[src/rtl/file_io_req_queue.sv]
// Request queue between a node's file I/O detector and the host file-operation engine.
// Edge-triggered capture into a FIFO; one request at a time is served through a 3-state handshake.
module file_io_req_queue #(
  parameter int unsigned DEPTH = 4,
  parameter int unsigned CW    = $clog2(DEPTH + 1)
) (
  input  logic          clk,
  input  logic          res,
  input  logic          in_valid,
  input  logic [31:0]   in_instruction,
  input  logic [31:0]   in_a0,
  input  logic [31:0]   in_a1,
  input  logic [31:0]   in_a2,
  input  logic [31:0]   in_offset,
  output logic          op_complete,
  input  logic          req_ack,
  output logic          host_valid,
  input  logic          host_ready,
  output logic [31:0]   host_instruction,
  output logic [31:0]   host_a0,
  output logic [31:0]   host_a1,
  output logic [31:0]   host_a2,
  output logic [31:0]   host_offset,
  input  logic          host_done,
  output logic [CW-1:0] count,
  output logic          overflow,
  output logic          busy
);

  localparam int unsigned AW = $clog2(DEPTH);

  typedef enum logic [1:0] {
    IDLE,
    WAIT_DONE,
    COMPLETE
  } state_t;

  state_t         state_q, state_d;
  logic [159:0]   mem_q [DEPTH];
  logic [AW-1:0]  wr_ptr_q, rd_ptr_q;
  logic [CW-1:0]  count_q;
  logic [159:0]   svc_q;
  logic [159:0]   host_data;
  logic           in_valid_q;
  logic           overflow_q;
  logic           push, pop, full, push_ok;

  assign full    = (count_q == CW'(DEPTH));
  assign push    = in_valid && !in_valid_q;
  assign pop     = (state_q == IDLE) && (count_q != '0) && host_ready;
  // A pop in the same cycle frees a slot, so a push into a full FIFO is still taken.
  assign push_ok = push && (!full || pop);

  always_ff @(posedge clk) begin
    if (res) begin
      state_q    <= IDLE;
      wr_ptr_q   <= '0;
      rd_ptr_q   <= '0;
      count_q    <= '0;
      svc_q      <= '0;
      in_valid_q <= 1'b0;
      overflow_q <= 1'b0;
    end else begin
      state_q    <= state_d;
      in_valid_q <= in_valid;
      if (push_ok) begin
        wr_ptr_q <= wr_ptr_q + AW'(1);
      end
      if (pop) begin
        rd_ptr_q <= rd_ptr_q + AW'(1);
        svc_q    <= mem_q[rd_ptr_q];
      end
      if (push_ok && !pop) begin
        count_q <= count_q + CW'(1);
      end else if (pop && !push_ok) begin
        count_q <= count_q - CW'(1);
      end
      if (push && !push_ok) begin
        overflow_q <= 1'b1;
      end
    end
  end

  // Storage carries no reset; entries are only visible through count/pointers.
  always_ff @(posedge clk) begin
    if (push_ok) begin
      mem_q[wr_ptr_q] <= {in_instruction, in_a0, in_a1, in_a2, in_offset};
    end
  end

  always_comb begin
    state_d = state_q;
    unique case (state_q)
      IDLE:      if (pop)       state_d = WAIT_DONE;
      WAIT_DONE: if (host_done) state_d = COMPLETE;
      COMPLETE:  if (req_ack)   state_d = IDLE;
      default:                  state_d = IDLE;
    endcase
  end

  always_comb begin
    host_data = svc_q;
    if (state_q == IDLE) begin
      host_data = (count_q != '0) ? mem_q[rd_ptr_q] : '0;
    end
  end

  assign host_valid       = (state_q == IDLE) && (count_q != '0);
  assign host_instruction = host_data[159:128];
  assign host_a0          = host_data[127:96];
  assign host_a1          = host_data[95:64];
  assign host_a2          = host_data[63:32];
  assign host_offset      = host_data[31:0];
  assign op_complete      = (state_q == COMPLETE);
  assign busy             = (state_q != IDLE);
  assign count            = count_q;
  assign overflow         = overflow_q;

endmodule

[config.mk]
export PLATFORM = sky130hd
export DESIGN_NAME = file_io_req_queue
export DESIGN_NICKNAME = d
export VERILOG_FILES = /design/src/rtl/file_io_req_queue.sv
export SDC_FILE = /design/constraint.sdc
export NUM_CORES = 1
export LEC_CHECK = 0
export CELL_PAD_IN_SITES_DETAIL_PLACEMENT = 1
export CELL_PAD_IN_SITES_GLOBAL_PLACEMENT = 2
export CORE_MARGIN = 2
export CORE_UTILIZATION = 42
export CTS_CLUSTER_DIAMETER = 150
export DETAILED_ROUTE_END_ITERATION = 8
export PLACE_DENSITY = 0.79
export SLEW_MARGIN = 5
export SYNTH_ARGS = -nofsm -noshare
export SYNTH_HDL_FRONTEND = slang
export SYNTH_SLANG_ARGS = --single-unit
[constraint.sdc]
create_clock -name clk -period 8.5 [get_ports clk]
set_input_delay 2.55 -clock clk [delete_from_list [all_inputs] [get_ports clk]]
set_output_delay 2.55 -clock clk [all_outputs]
set_load 0.1 [all_outputs]
**Run 1: power grid**

Scale: 1.5 px per um. Pins as bars on the die edge. Tap cells in grey.
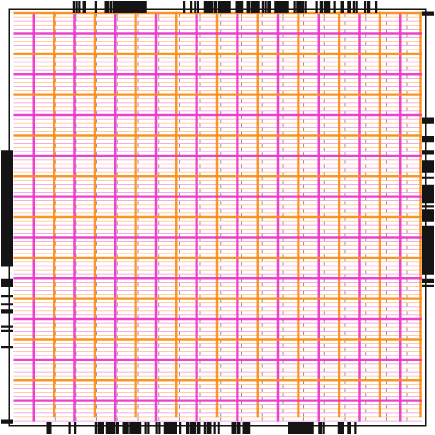
legend:
  magenta:
    net: VSS
  orange:
    net: VDD
tap cells: 969
signal pins: 333
rows: 100
met4 straps: 20
met1 rails: 101

**Run 1: pin placement**

Scale: 1.5 px per um. Pins as bars across the die edge, other pins in grey.
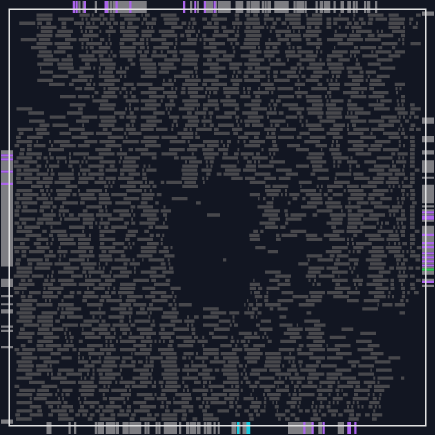
legend:
  cyan:
    port: count
    pins: 3
    direction: output
    edge: south
  green:
    port: op_complete
    pins: 1
    direction: output
    edge: east
  purple:
    port: in_a1
    pins: 32
    direction: input
    edge: 11 north, 11 east, 6 south, 4 west
all pins by edge: 107 north, 96 south, 70 west, 60 east
chip height: 277 um
number of input and output port buffers inserted: 332
die span in x: 277 um

**Run 1: placement view**

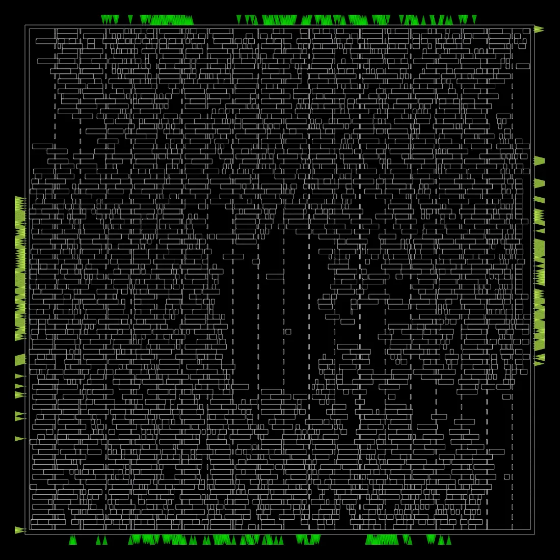
final cell count without fillers: 3,170
Tap Count: 969
Finished Core Util: 51.8%
flip-flop and latch count: 813

==> run 1: worst min-delay path: cells and delay by family (launching register included) <==
kind,cells,cell delay (ns)
AOI/OAI and AO/OA,2,0.12
DFF,1,0.30
==> run 1: flip-flops by register name (all words and copies together) (netlist names), named ones only <==
signal      flops
rd_ptr_q        2
state_q         2
mem_q         640
svc_q         160
overflow        1
wr_ptr_q        2
count           3
in_valid_q      1
==> run 1: metrics by stage <==
stage	worst slack (ns)	instances
after global placement	2.55	3001
after detailed placement	2.53	3001
final	1.93	3170
after floorplan	0.814	1830
after CTS	1.85	3164
after global routing	1.74	3168
==> run 1: kinds of logic after synthesis <==
logic type,count (synthesis)
AND-OR/OR-AND,489
multiplexers,164
adder cells (fa/ha/maj),6
buffers and inverters,166
XOR/XNOR,2
AND/OR/NAND/NOR,190
flip-flops,813
==> notes.org, run 1 <==
#+TITLE: Implementation results

** Status
- The flow ran to the end, and the final reports show no timing, DRC or antenna violations.

** Worst setup path
- Launching element of the worst setup path :: state_q[0]
- Stage delay of the slowest cell on the critical path :: 1.18 ns
- The required time at the worst endpoint is listed as 5.95 ns.
- The timing report notes that buffer and inverter cells on the critical path total 2.
- In this run the worst path has a maximum fanout of about 78.
- The worst setup path is launched from a flip-flop.
- Per the timing report, the most critical flop-to-flop path originates at state_q[0].
- Crit path max-delay cell type :: clkdlybuf4s50_1
- Worst flop-to-flop path endpoint :: mem_q[3][117]
- CP endpoint :: host_instruction[1]

** Clocking
- TritonCTS built the clock tree.
- Clock Tree Root :: clkbuf_16
- In this run, post-CTS hold repair placed 0 buffers.
- The clock net in this run drives a total of just over 800 sinks.
- The clock tree synthesis step divided the H-tree into 3 levels.
- Deepest clock path buffer count :: 3
- Worst-skew pair later-pin latency :: 0.63 ns

** Logic synthesis
- Yosys reported that registers with async set or reset make up 0%.
- Counting flops and latches in the post-synthesis netlist gives 813.
- Area of the mapped netlist :: 31,200 um^2
- For reference, the top cells by area after synthesis are edfxtp_1 (62%), mux4_2 (12%), dfxtp_1 (11%), a22o_1 (4.5%), a21oi_1 (2.6%).
- For this run, the leading register cell type out of synthesis is edfxtp_1.
- Post-synthesis average cell area :: 17.1 um^2
- Post-Synth Adder-Cell Area :: 0.264%
- Most common cell in the synthesized netlist :: edfxtp_1
- Of the post-synthesis cell area, the part taken by muxes is 11.7%.

** Detailed routing
- Per the detail_route report, vias per standard cell equal between 5 and 6.
- DRC marker count from the first detailed-route iteration :: between 1,000 and 1,500
- For this block, wires on met1 add up to roughly 35,000 um.
- Top layer in use :: met5
- Routed wire length on met2 :: ~44,000 um
- The count of nets left with antenna violations once routing finished came out at 0.
- First-pass detailed-route iteration total :: 5

** Global route
- In the global route stage, met3 resource usage came out at around 4.7%.
- Met1 Resource Use GR :: between 20% and 30%

** Min path
- For the worst min-delay path, the startpoint reported by OpenROAD is svc_q[27].
- Endpoint of the worst hold path :: svc_q[27]
- Checking hold timing, the worst path is listed with class flip-flop to flip-flop.

** Layout
- Biggest Area Class :: sequential cells
- For this run, the script counts the antenna cells in the layout as 6.
- Top logic cell by instance count in the layout :: edfxtp_1
- Commonest non-fill, non-tap cells in the layout :: edfxtp_1 (640), clkdlybuf4s50_1 (331), dfxtp_1 (171), a21oi_1 (164), o21ai_0 (162)
- Area of all placed cells without fillers :: 38,400 um^2

** Die
- According to the floorplan log, the row count is approximately 100.
- Area of the die :: roughly 77,000 um^2
- Floorplan utilization :: around 42%

** Timing
- The final timing report lists a hold violation count of 0.
- Slew at the pin closest to its max-slew limit :: approximately 1.2 ns
- Relative slew margins :: roughly a fifth
- Setup-violating endpoint count in the final report :: 0
- The final layout reports a setup TNS of 0 ns.
- Max-slew check failures listed in the final report amount to 0.
- Worst Clk Skew :: approximately 0.023 ns

** Run
- Number of warnings the tools reported :: 32
- Per the run summary, max-cap violations total 0.
==> run 2: changes to the inputs <==
--- a/config.mk
+++ b/config.mk
@@ -8,10 +8,10 @@
 export CELL_PAD_IN_SITES_DETAIL_PLACEMENT = 1
 export CELL_PAD_IN_SITES_GLOBAL_PLACEMENT = 2
 export CORE_MARGIN = 2
-export CORE_UTILIZATION = 42
+export CORE_UTILIZATION = 38
 export CTS_CLUSTER_DIAMETER = 150
 export DETAILED_ROUTE_END_ITERATION = 8
-export PLACE_DENSITY = 0.79
+export PLACE_DENSITY = 0.75
 export SLEW_MARGIN = 5
 export SYNTH_ARGS = -nofsm -noshare
 export SYNTH_HDL_FRONTEND = slang
==> constraint.sdc (replaced) <==
create_clock -name clk -period 5.9 [get_ports clk]
set_input_delay 1.77 -clock clk [delete_from_list [all_inputs] [get_ports clk]]
set_output_delay 1.77 -clock clk [all_outputs]
set_load 0.1 [all_outputs]
==> run 2 against run 1 <==
Non-clock buffer count increased by 1. Critical path type unchanged. Register-to-register slack got worse by 2.5 ns. First-iteration DRC count rose by 11%. Largest cell class unchanged. Clock skew fell by 0.0013 ns.
==> notes.org, run 2 <==
#+TITLE: Implementation results

** Status
- Run status :: finished clean

** Detailed routing
- Number of nets still failing antenna checks after routing :: 0 (unchanged)
- Routed wire length on met2 :: 43,700 um (-1.4%)
- First-pass detailed-route iteration total :: 5 (unchanged)
- In this run the top signal layer used is met5.
- The DRC marker count from the first detailed-route iteration came to 1,379 (+11%).
- The wire length on met1 came to 35,000 um (about the same).

** Worst setup path
- Largest fanout on the critical path :: 31 (-60%)
- The longest individual stage delay on the worst path was 0.81 ns (-0.37 ns).
- Per STA, the endpoint of the critical path is host_a0[23].
- Worst path buffer plus inverter count :: 2 (unchanged)
- STA classifies the critical path startpoint as a flip-flop.
- Critical Path RT :: 4.13 ns (-1.82 ns)

** Logic synthesis
- The main area contributors are edfxtp_1 (62%), mux4_2 (12%), dfxtp_1 (11%), a22o_1 (4.5%), a21oi_1 (2.6%).
- By instance count, the leading cell after synthesis is edfxtp_1.
- Number of register bits inferred by synthesis :: 813 (unchanged)
- Proportion of register bits with asynchronous set or reset after synthesis :: 0% (unchanged)
- Post-synthesis average cell area :: 17.1 um^2 (unchanged)

** Min path
- According to the hold report, the worst path is of the flip-flop to flip-flop type.
- Per the hold report, the tightest min-delay path originates at svc_q[32].
- Endpoint of the worst hold path :: svc_q[32]

** Clocking
- Deepest clock path buffer count :: 3 (unchanged)
- Clock tree from TritonCTS :: done
- The insertion delay to the later sink of the worst-skew pair came to 0.64 ns (about the same).
- Max H-tree Level :: 3 (unchanged)
- The number of clock sinks came to 813 (unchanged).
- Clock Tree Root :: clkbuf_16

** Timing
- Setup-violating endpoint count in the final report :: 0 (unchanged)
- Relative slew margins :: 21.4% (+2.6 points)

** Die
- Floorplan utilization :: 38.2% (-3.9 points)
- Die span in x :: 291 um (+5.1%)
- Chip height :: 291 um (+5.1%)

** Run
- The number of logged tool warnings came to 35 (+9.4%).
- The number of maximum-capacitance constraint violations was 0 (unchanged).

** Placement
- Post-Place Worst Slack :: 1.34 ns (-1.19 ns)

** Layout
- Per the cell usage report, the commonest logic cells after layout are edfxtp_1 (640), dfxtp_1 (171), buf_4 (171), clkdlybuf4s50_1 (170), a21oi_1 (164).
- Flip-flop and latch count :: 813 (unchanged)
- Finished Core Util :: 46.8% (-5.1 points)
- Among logic cells in the layout, the one with the most instances is edfxtp_1.

** Global route
- The met1 capacity usage during global routing was 25.8% (-2.4 points).
run 2: cell counts after synthesis:
No cell type changed its count.
run 2: logic make-up (layout without fill, tap and decap cells):
group | after synthesis | count (layout) | share of synthesized area (%)
DFF | 813 | 813 | 72.6
AOI/OAI and AO/OA | 489 | 489 | 9.84
and+or+nand+nor | 190 | 190 | 3.12
buffers and inverters | 166 | 528 | 2.44
muxes | 164 | 164 | 11.7
adders and majority gates | 6 | 6 | 0.264
xor gates and xnor gates | 2 | 2 | 0.0561
other | 0 | 11 | 0
**Run 2: zoomed window**

Region (125, 125) to (165, 165) um. Cells in grey, sequential cells in the stronger grey; small squares are vias.
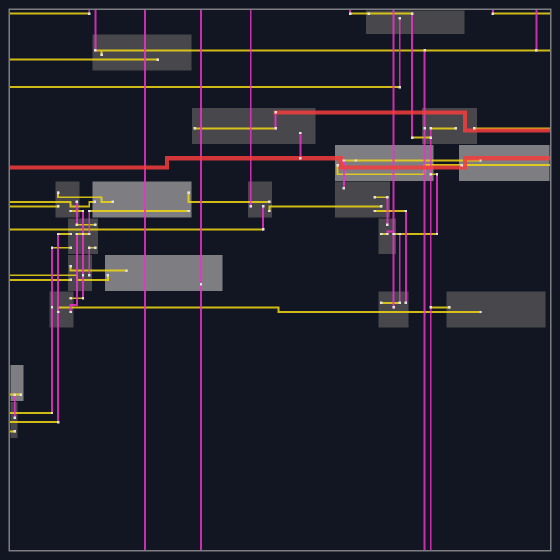
legend:
  magenta:
    layer: M2
  yellow:
    layer: M1
  red:
    layer: M3
netlist names of flops here include: rd_ptr_q (2)
sequential cells in the window: 4
cells with their middle in the window: 17
most frequent: buf_12 (3)

**Run 2: signal wires on met2**

Scale: 1 px per um. Cells faint in the background.
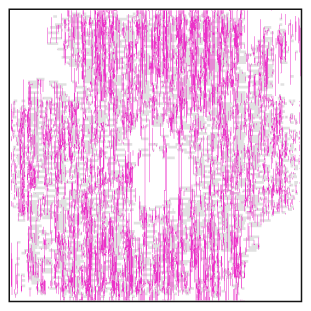
wire length on this layer: 43.7 mm
share of all routed wire: 51%
nets with wire on the layer: 2,124
met2 global-route usage: 34.2%
via count: 18,400
Routed Wire Length: 85,800 um

